clock_wires.png
Scale bar: 20 um.
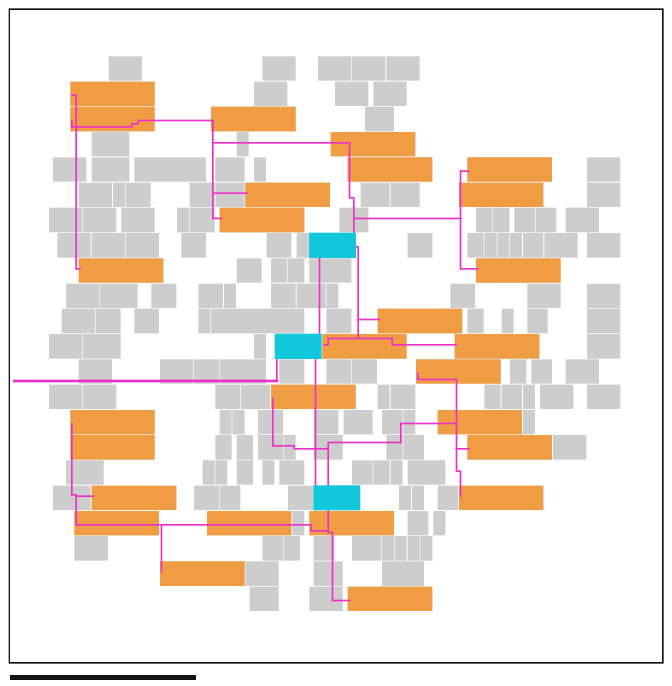
pinout.png
Pins as bars across the die edge, other pins in gray.
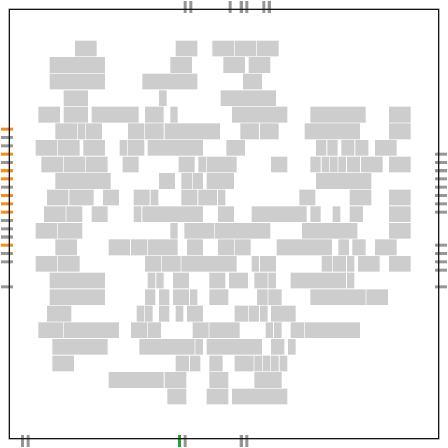
layers.png
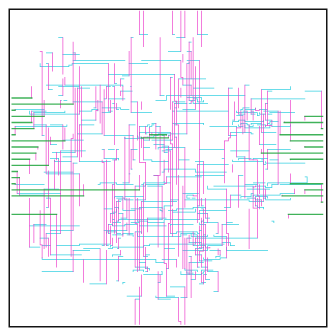
==> config.mk <==
export PLATFORM = sky130hd
export DESIGN_NAME = alu_ctrl_flat
export DESIGN_NICKNAME = d
export VERILOG_FILES = /design/src/rtl/alu_ctrl_if.sv /design/src/rtl/alu_ctrl.sv /design/src/flat_wrapper.sv
export SDC_FILE = /design/constraint.sdc
export NUM_CORES = 1
export LEC_CHECK = 0
export CAP_MARGIN = 10
export CELL_PAD_IN_SITES_DETAIL_PLACEMENT = 0
export CELL_PAD_IN_SITES_GLOBAL_PLACEMENT = 1
export CORE_MARGIN = 4
export CORE_UTILIZATION = 33
export DETAILED_ROUTE_END_ITERATION = 16
export HOLD_SLACK_MARGIN = 0.12
export PLACE_DENSITY = 0.8
export SLEW_MARGIN = 20
export SYNTH_ARGS = -nofsm -noshare
export SYNTH_HDL_FRONTEND = slang
export SYNTH_SLANG_ARGS = --single-unit
==> constraint.sdc <==
create_clock -name i_clk -period 2 [get_ports i_clk]
set_clock_uncertainty 0.15 [all_clocks]
set_input_delay 0.4 -clock i_clk [delete_from_list [all_inputs] [get_ports i_clk]]
set_output_delay 0.4 -clock i_clk [all_outputs]
set_load 0.01 [all_outputs]
==> impl_metrics.toml <==
# physical design summary
[status]
outcome = "finished, final reports clean"

[sta]
timing.slew.headroom = 0.7745
max_freq_mhz = 507.9

[routing]
drt-pass1-iter-count = 4
drtAntennaViolNets = 0

[setup_path]
critPathSlowestCell = "clkdlybuf4s50_1"
crit_required_ns = 2.00

[cts]
clkSinkCount = 27
cts.path.max_buffers = 2

[synthesis]
synth_seq_share = 0.5289
syn_inst = 119
syn_area_um2 = 1277
synth_stat.cells = 119
ys_ff = 27
syn_area_per_cell_um2 = 10.74
async_flop_share = 1.000

[grt]
grt_pass1_vias = 1157

[flow_run]
warning_count = 28

[worst_hold_path]
hp-class = "in -> async"

[cells_and_area]
syn_to_final_growth_pct = 50.34
diodes = 0

[die]
core-area_um2 = 3689
die_area_um2 = 4931

[pwr]
peakVddDrop_uv = 666.9
p_per_area_nw_per_um2 = 1338

[place]
dp.final_hpwl_mm = 2.387
Notes on clock_wires.png above:
clock wires -> magenta  # length 307 um
clock-net drivers -> cyan  # count 3
flip-flops -> orange  # count 27
routed clock nets = 4
clk_lat worst skew: 0.26 ns
Clock Power Share: 0.116
P_clk: 0.000299 W

Notes on pinout.png above:
bus_i_rx_data -> orange  # pins 8, direction input, edge west
bus_o_busy -> green  # pins 1, direction output, edge south
chip width: 70.22 um
PortBufs: 41
Die Height: 70.22 um

Notes on layers.png above:
M3 -> green  # wire length 219 um
M2 -> magenta  # wire length 1600 um
M1 -> cyan  # wire length 1200 um
routed wire length: 3.017 mm
via count: 1103

## what timing repair did
item                                    4_1_cts  5_1_grt
setup buffers                                 1        0
gates cloned                                  0        0
endpoints found under the setup margin        2        8
gates resized                                 2        2
## area by class of cell
class / count / area [um2]
Clock buffer: 4 / 45.04
Fill cell: 358 / 1768
Inverter: 9 / 33.78
Multi-Input combinational cell: 79 / 548.0
Sequential cell: 27 / 675.6
Tap cell: 48 / 60.06
Timing Repair Buffer: 61 / 558.0
## synth_stat cells (2+ instances only)
| cell type | count |
|---|---|
| a21oi_1 | 7 |
| a22o_1 | 2 |
| a31o_2 | 2 |
| buf_2 | 2 |
| dfrtp_1 | 27 |
| inv_1 | 8 |
| mux2_2 | 6 |
| nand2_1 | 10 |
| nand3_1 | 2 |
| nand3b_1 | 3 |
| nor2_1 | 13 |
| nor3_1 | 4 |
| o22ai_1 | 7 |
| o2bb2ai_1 | 2 |
| or3_1 | 3 |
## stage by stage
step           std cells  total power [W]  setup slack (ns)  area (um2)
2_1_floorplan        119         0.001612            0.1165        1277
3_3_place_gp         223         0.002245           -0.2075        1866
3_5_place_dp         223         0.002291           -0.2811        1866
4_1_cts              228         0.002608           0.01489        1916
5_1_grt              228         0.002795          0.003766        1921
6_report             228         0.002570           0.03098        1921
## worst max-delay path: cells and delay by family
| kind | cells | cell delay [ns] |
|---|---|---|
| buf+inv | 2 | 0.66 |
| simple gates | 1 | 0.19 |
| compound gates | 2 | 0.39 |
| mux | 1 | 0.33 |
## cells by family after synthesis
logic type	Yosys count	synth area share
compound gates	28	0.1773
buf+inv	13	0.04603
flops	27	0.5289
fa+ha+maj	1	0.009793
mux	6	0.05289
simple gates	44	0.1851
## placed cells by master (no fill, tap or decap), types with 2 or more instances in the layout
| master | n |
|---|---|
| o22ai_1 | 7 |
| nand3b_1 | 3 |
| a31o_2 | 2 |
| inv_1 | 8 |
| dlygate4sd2_1 | 2 |
| dfrtp_1 | 27 |
| nand3_1 | 2 |
| a22o_1 | 2 |
| clkbuf_8 | 3 |
| or3_1 | 3 |
| o2bb2ai_1 | 2 |
| nor2_1 | 12 |
| nor3_1 | 4 |
| clkdlybuf4s50_1 | 39 |
| a21oi_1 | 7 |
| mux2_2 | 6 |
| buf_4 | 20 |
| nand2_1 | 10 |
## routing by layer
metal  share of wire  vias to the layer above
met5               0                        -
met4               0                        0
met3           0.073                        0
met2            0.53                       35
met1            0.40                      525
li1                -                      543
## power by group
part	total (W)	internal [W]	switching, W
clock network	0.000299	0.000142	0.000156
logic	0.00131	0.000752	0.000559
registers	0.000960	0.000789	0.000171
total	0.00257	0.00168	0.000886
No activity file was given, so power comes from the tool's default toggle rates.
